===== src/rtl/mc_ctrl_if.sv =====
// Control/handshake bundle between the mc_ctrl sequencer and the MIPS-subset datapath.
// master = sequencer side, slave = datapath/memory side.
interface mc_ctrl_if #(
  parameter int unsigned CNT_W = 16
);
  logic             run;
  logic [5:0]       opcode;
  logic [5:0]       funct;
  logic             eq_zero;
  logic             imem_ready;
  logic             dmem_ready;
  logic             imem_req;
  logic             ir_write;
  logic             pc_write;
  logic [1:0]       pc_src;
  logic             dmem_read;
  logic             dmem_write;
  logic             reg_write;
  logic             reg_dest;
  logic             mem_to_reg;
  logic             alu_src;
  logic [2:0]       alu_ctrl;
  logic [3:0]       state;
  logic             retire;
  logic [CNT_W-1:0] retire_cnt;
  logic             illegal;

  modport master (
    input  run, opcode, funct, eq_zero, imem_ready, dmem_ready,
    output imem_req, ir_write, pc_write, pc_src, dmem_read, dmem_write, reg_write, reg_dest,
           mem_to_reg, alu_src, alu_ctrl, state, retire, retire_cnt, illegal
  );

  modport slave (
    output run, opcode, funct, eq_zero, imem_ready, dmem_ready,
    input  imem_req, ir_write, pc_write, pc_src, dmem_read, dmem_write, reg_write, reg_dest,
           mem_to_reg, alu_src, alu_ctrl, state, retire, retire_cnt, illegal
  );
endinterface


===== src/rtl/mc_ctrl.sv =====
// Multi-cycle control sequencer for the MIPS-subset datapath: fetch/decode/execute FSM
// with inst/data memory handshakes, retired-instruction counter and sticky illegal flag.
module mc_ctrl #(
  parameter int unsigned CNT_W = 16
) (
  input logic        clk,
  input logic        rst,
  mc_ctrl_if.master  bus
);

  typedef enum logic [3:0] {
    StIdle    = 4'd0,  StFetch  = 4'd1,  StDecode = 4'd2,  StMemAddr = 4'd3,
    StMemRd   = 4'd4,  StMemWb  = 4'd5,  StMemWr  = 4'd6,  StExecR   = 4'd7,
    StWbR     = 4'd8,  StBranch = 4'd9,  StJump   = 4'd10, StExecI   = 4'd11,
    StWbI     = 4'd12, StHalt   = 4'd13
  } state_e;

  localparam logic [5:0] OpRtype = 6'b000000;
  localparam logic [5:0] OpLw    = 6'b100011;
  localparam logic [5:0] OpSw    = 6'b101011;
  localparam logic [5:0] OpBeq   = 6'b000100;
  localparam logic [5:0] OpJ     = 6'b000010;
  localparam logic [5:0] OpAddi  = 6'b001000;

  state_e           r_state;
  state_e           w_next;
  logic             w_retire;
  logic [CNT_W-1:0] r_cnt;
  logic             r_illegal;

  function automatic logic f_legal(input logic [5:0] f);
    case (f)
      6'h20, 6'h22, 6'h24, 6'h25, 6'h2A: f_legal = 1'b1;
      default:                           f_legal = 1'b0;
    endcase
  endfunction

  function automatic logic [2:0] f_alu(input logic [5:0] f);
    case (f)
      6'h22:   f_alu = 3'b110;
      6'h24:   f_alu = 3'b000;
      6'h25:   f_alu = 3'b001;
      6'h2A:   f_alu = 3'b111;
      default: f_alu = 3'b010;
    endcase
  endfunction

  always_comb begin
    w_retire = 1'b0;
    w_next   = r_state;
    case (r_state)
      StIdle:    if (bus.run) w_next = StFetch;
      StFetch:   if (bus.imem_ready) w_next = StDecode;
      StDecode: begin
        case (bus.opcode)
          OpRtype:   w_next = f_legal(bus.funct) ? StExecR : StHalt;
          OpLw, OpSw: w_next = StMemAddr;
          OpBeq:     w_next = StBranch;
          OpJ:       w_next = StJump;
          OpAddi:    w_next = StExecI;
          default:   w_next = StHalt;
        endcase
      end
      StMemAddr: w_next = (bus.opcode == OpLw) ? StMemRd : StMemWr;
      StMemRd:   if (bus.dmem_ready) w_next = StMemWb;
      StMemWr:   w_retire = bus.dmem_ready;
      StExecR:   w_next = StWbR;
      StExecI:   w_next = StWbI;
      StMemWb, StWbR, StBranch, StJump, StWbI: w_retire = 1'b1;
      StHalt:    w_next = StHalt;
      default:   w_next = StHalt;
    endcase
    // run is only consulted at the instruction boundary
    if (w_retire) w_next = bus.run ? StFetch : StIdle;
  end

  always_ff @(posedge clk) begin
    if (rst) begin
      r_state   <= StIdle;
      r_cnt     <= '0;
      r_illegal <= 1'b0;
    end else begin
      r_state <= w_next;
      if (w_retire) r_cnt <= r_cnt + 1'b1;
      if (w_next == StHalt) r_illegal <= 1'b1;
    end
  end

  always_comb begin
    bus.imem_req   = 1'b0;
    bus.ir_write   = 1'b0;
    bus.pc_write   = 1'b0;
    bus.pc_src     = 2'b00;
    bus.dmem_read  = 1'b0;
    bus.dmem_write = 1'b0;
    bus.reg_write  = 1'b0;
    bus.reg_dest   = 1'b0;
    bus.mem_to_reg = 1'b0;
    bus.alu_src    = 1'b0;
    bus.alu_ctrl   = 3'b000;
    case (r_state)
      StFetch: begin
        bus.imem_req = 1'b1;
        bus.ir_write = bus.imem_ready;
        bus.pc_write = bus.imem_ready;
      end
      StMemAddr, StExecI: begin
        bus.alu_src  = 1'b1;
        bus.alu_ctrl = 3'b010;
      end
      StMemRd: begin
        bus.dmem_read = 1'b1;
        bus.alu_src   = 1'b1;
        bus.alu_ctrl  = 3'b010;
      end
      StMemWb: begin
        bus.reg_write  = 1'b1;
        bus.mem_to_reg = 1'b1;
      end
      StMemWr: begin
        bus.dmem_write = 1'b1;
        bus.alu_src    = 1'b1;
        bus.alu_ctrl   = 3'b010;
      end
      StExecR:   bus.alu_ctrl = f_alu(bus.funct);
      StWbR: begin
        bus.alu_ctrl  = f_alu(bus.funct);
        bus.reg_write = 1'b1;
        bus.reg_dest  = 1'b1;
      end
      StBranch: begin
        bus.alu_ctrl = 3'b110;
        bus.pc_src   = 2'b01;
        bus.pc_write = bus.eq_zero;
      end
      StJump: begin
        bus.pc_src   = 2'b10;
        bus.pc_write = 1'b1;
      end
      StWbI: begin
        bus.alu_src   = 1'b1;
        bus.alu_ctrl  = 3'b010;
        bus.reg_write = 1'b1;
      end
      default: ;
    endcase
  end

  assign bus.state      = r_state;
  assign bus.retire     = w_retire;
  assign bus.retire_cnt = r_cnt;
  assign bus.illegal    = r_illegal;

endmodule


===== src/flat_wrapper.sv =====
// flat-port wrapper written by rule: the top's interface ports become plain ports
module mc_ctrl_flat 
#(
  parameter int unsigned CNT_W = 16
)
  (clk, rst, bus_run, bus_opcode, bus_funct, bus_eq_zero, bus_imem_ready, bus_dmem_ready, bus_imem_req, bus_ir_write, bus_pc_write, bus_pc_src, bus_dmem_read, bus_dmem_write, bus_reg_write, bus_reg_dest, bus_mem_to_reg, bus_alu_src, bus_alu_ctrl, bus_state, bus_retire, bus_retire_cnt, bus_illegal);
  mc_ctrl_if #(.CNT_W(CNT_W)) bus_i ();
  input logic clk;
  input logic rst;
  input wire logic [$bits(bus_i.run)-1:0] bus_run;
  input wire logic [$bits(bus_i.opcode)-1:0] bus_opcode;
  input wire logic [$bits(bus_i.funct)-1:0] bus_funct;
  input wire logic [$bits(bus_i.eq_zero)-1:0] bus_eq_zero;
  input wire logic [$bits(bus_i.imem_ready)-1:0] bus_imem_ready;
  input wire logic [$bits(bus_i.dmem_ready)-1:0] bus_dmem_ready;
  output wire logic [$bits(bus_i.imem_req)-1:0] bus_imem_req;
  output wire logic [$bits(bus_i.ir_write)-1:0] bus_ir_write;
  output wire logic [$bits(bus_i.pc_write)-1:0] bus_pc_write;
  output wire logic [$bits(bus_i.pc_src)-1:0] bus_pc_src;
  output wire logic [$bits(bus_i.dmem_read)-1:0] bus_dmem_read;
  output wire logic [$bits(bus_i.dmem_write)-1:0] bus_dmem_write;
  output wire logic [$bits(bus_i.reg_write)-1:0] bus_reg_write;
  output wire logic [$bits(bus_i.reg_dest)-1:0] bus_reg_dest;
  output wire logic [$bits(bus_i.mem_to_reg)-1:0] bus_mem_to_reg;
  output wire logic [$bits(bus_i.alu_src)-1:0] bus_alu_src;
  output wire logic [$bits(bus_i.alu_ctrl)-1:0] bus_alu_ctrl;
  output wire logic [$bits(bus_i.state)-1:0] bus_state;
  output wire logic [$bits(bus_i.retire)-1:0] bus_retire;
  output wire logic [$bits(bus_i.retire_cnt)-1:0] bus_retire_cnt;
  output wire logic [$bits(bus_i.illegal)-1:0] bus_illegal;
  assign bus_i.run = bus_run;
  assign bus_i.opcode = bus_opcode;
  assign bus_i.funct = bus_funct;
  assign bus_i.eq_zero = bus_eq_zero;
  assign bus_i.imem_ready = bus_imem_ready;
  assign bus_i.dmem_ready = bus_dmem_ready;
  assign bus_imem_req = bus_i.imem_req;
  assign bus_ir_write = bus_i.ir_write;
  assign bus_pc_write = bus_i.pc_write;
  assign bus_pc_src = bus_i.pc_src;
  assign bus_dmem_read = bus_i.dmem_read;
  assign bus_dmem_write = bus_i.dmem_write;
  assign bus_reg_write = bus_i.reg_write;
  assign bus_reg_dest = bus_i.reg_dest;
  assign bus_mem_to_reg = bus_i.mem_to_reg;
  assign bus_alu_src = bus_i.alu_src;
  assign bus_alu_ctrl = bus_i.alu_ctrl;
  assign bus_state = bus_i.state;
  assign bus_retire = bus_i.retire;
  assign bus_retire_cnt = bus_i.retire_cnt;
  assign bus_illegal = bus_i.illegal;
  mc_ctrl #(.CNT_W(CNT_W)) u_core (.clk(clk), .rst(rst), .bus(bus_i));
endmodule

===== config.mk =====
export PLATFORM = sky130hd
export DESIGN_NAME = mc_ctrl_flat
export DESIGN_NICKNAME = d
export VERILOG_FILES = /design/src/rtl/mc_ctrl_if.sv /design/src/rtl/mc_ctrl.sv /design/src/flat_wrapper.sv
export SDC_FILE = /design/constraint.sdc
export NUM_CORES = 1
export LEC_CHECK = 0
export CAP_MARGIN = 30
export CORE_MARGIN = 4
export CORE_UTILIZATION = 45
export DETAILED_ROUTE_END_ITERATION = 10
export GPL_ROUTABILITY_DRIVEN = 0
export PLACE_DENSITY = 0.8
export SYNTH_ARGS = -nofsm -noshare
export SYNTH_HDL_FRONTEND = slang
export SYNTH_SLANG_ARGS = --single-unit

===== constraint.sdc =====
create_clock -name clk -period 2.5 [get_ports clk]
set_clock_uncertainty 0.2 [all_clocks]
set_input_delay 0.375 -clock clk [delete_from_list [all_inputs] [get_ports clk]]
set_output_delay 0.375 -clock clk [all_outputs]
set_load 0.05 [all_outputs]

==> notes.md <==
Notes on the physical design

The pre-antenna-repair detailed-routing pass consisted of 4 iterations. The number of buffer and inverter stages on the critical path is 3. STA reports a reg2reg setup slack of 0.44 ns. The multi-input combinational cell count is 146. Ranked by total area, the top cell class in this layout is multi-input combinational cells.

The number of buffer cells added on primary ports is 53. The arrival time at the worst endpoint is 1.87 ns. The nature of the critical path startpoint is a primary input. The proportion of cell area occupied by multi-input gates is 45.0%. Clock tree synthesis selected as its root buffer the cell clkbuf_4. In this run, synthesis produced a sequential element count of 21. Once placement finished, the instance area stood at 2310 sq um.

The type of destination of the critical path is an output port. The post-route total power is 0.00157 W. The analysis attributes to cell leakage a power of 0.846 nW. Wire segments on met3 add up to 193 microns in the final route. Leaving out fill and tap cells, the most frequent cells in the layout are clkdlybuf4s50_1, nor2_1, buf_4, dfxtp_1, buf_12. The synth_stat.txt file lists the number of cells as 188. The peak supply drop is 0.340 mV. In the finished layout, the clock tree contains a buffer count of 3. In the synthesized netlist the async set-or-reset flop fraction comes to 0%. The power share of the combinational group is 60.3%. The run finished with clean final reports. The CTS log lists the clock sinks for this run as 21. The met3 track demand over resource in global routing is 3.08%. The met1 wire length is 1.87 mm.

The wire-length estimate of the detail-placed layout is 3.24 mm. After detailed routing, the number of vias per cell comes to 5.42. The group that draws the most power in this run is combinational cells.

The clock period minus worst slack is 2.44 ns. Counting pins that exceed their max-slew limit in the final report gives 0. The part of the total power dissipated in sequential elements is 28.4%.
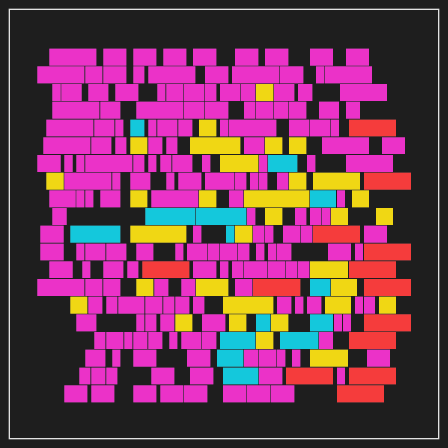
**Above:** drive-strength map.
- drive 2: cyan (cells 14)
- drive 1 or less: magenta (cells 187)
- drive 3 to 4: yellow (cells 32)
- drive 6 and up: red (cells 13)
area delta synth->final: 57.0%
Post-Layout Inst Area: 2350 sq um
least setup slack across all paths after layout: 0.0578 ns
Signal buffers: 66

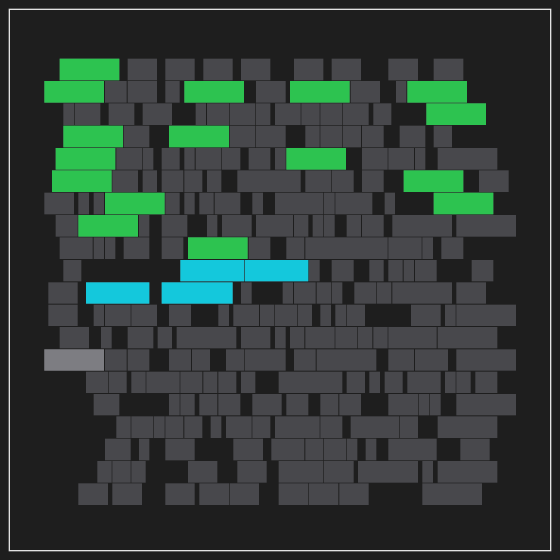
**Above:** where the registers sit.
Other sequential cells in the stronger grey, the rest of the logic in the fainter grey.
- u_core.bus.state: cyan (flops 4)
- u_core.bus.retire_cnt: green (flops 16)
final core utilization: 75.2%
share of cell area taken by flip-flops and latches: 18.2%

Power and IR drop assume default switching activity.
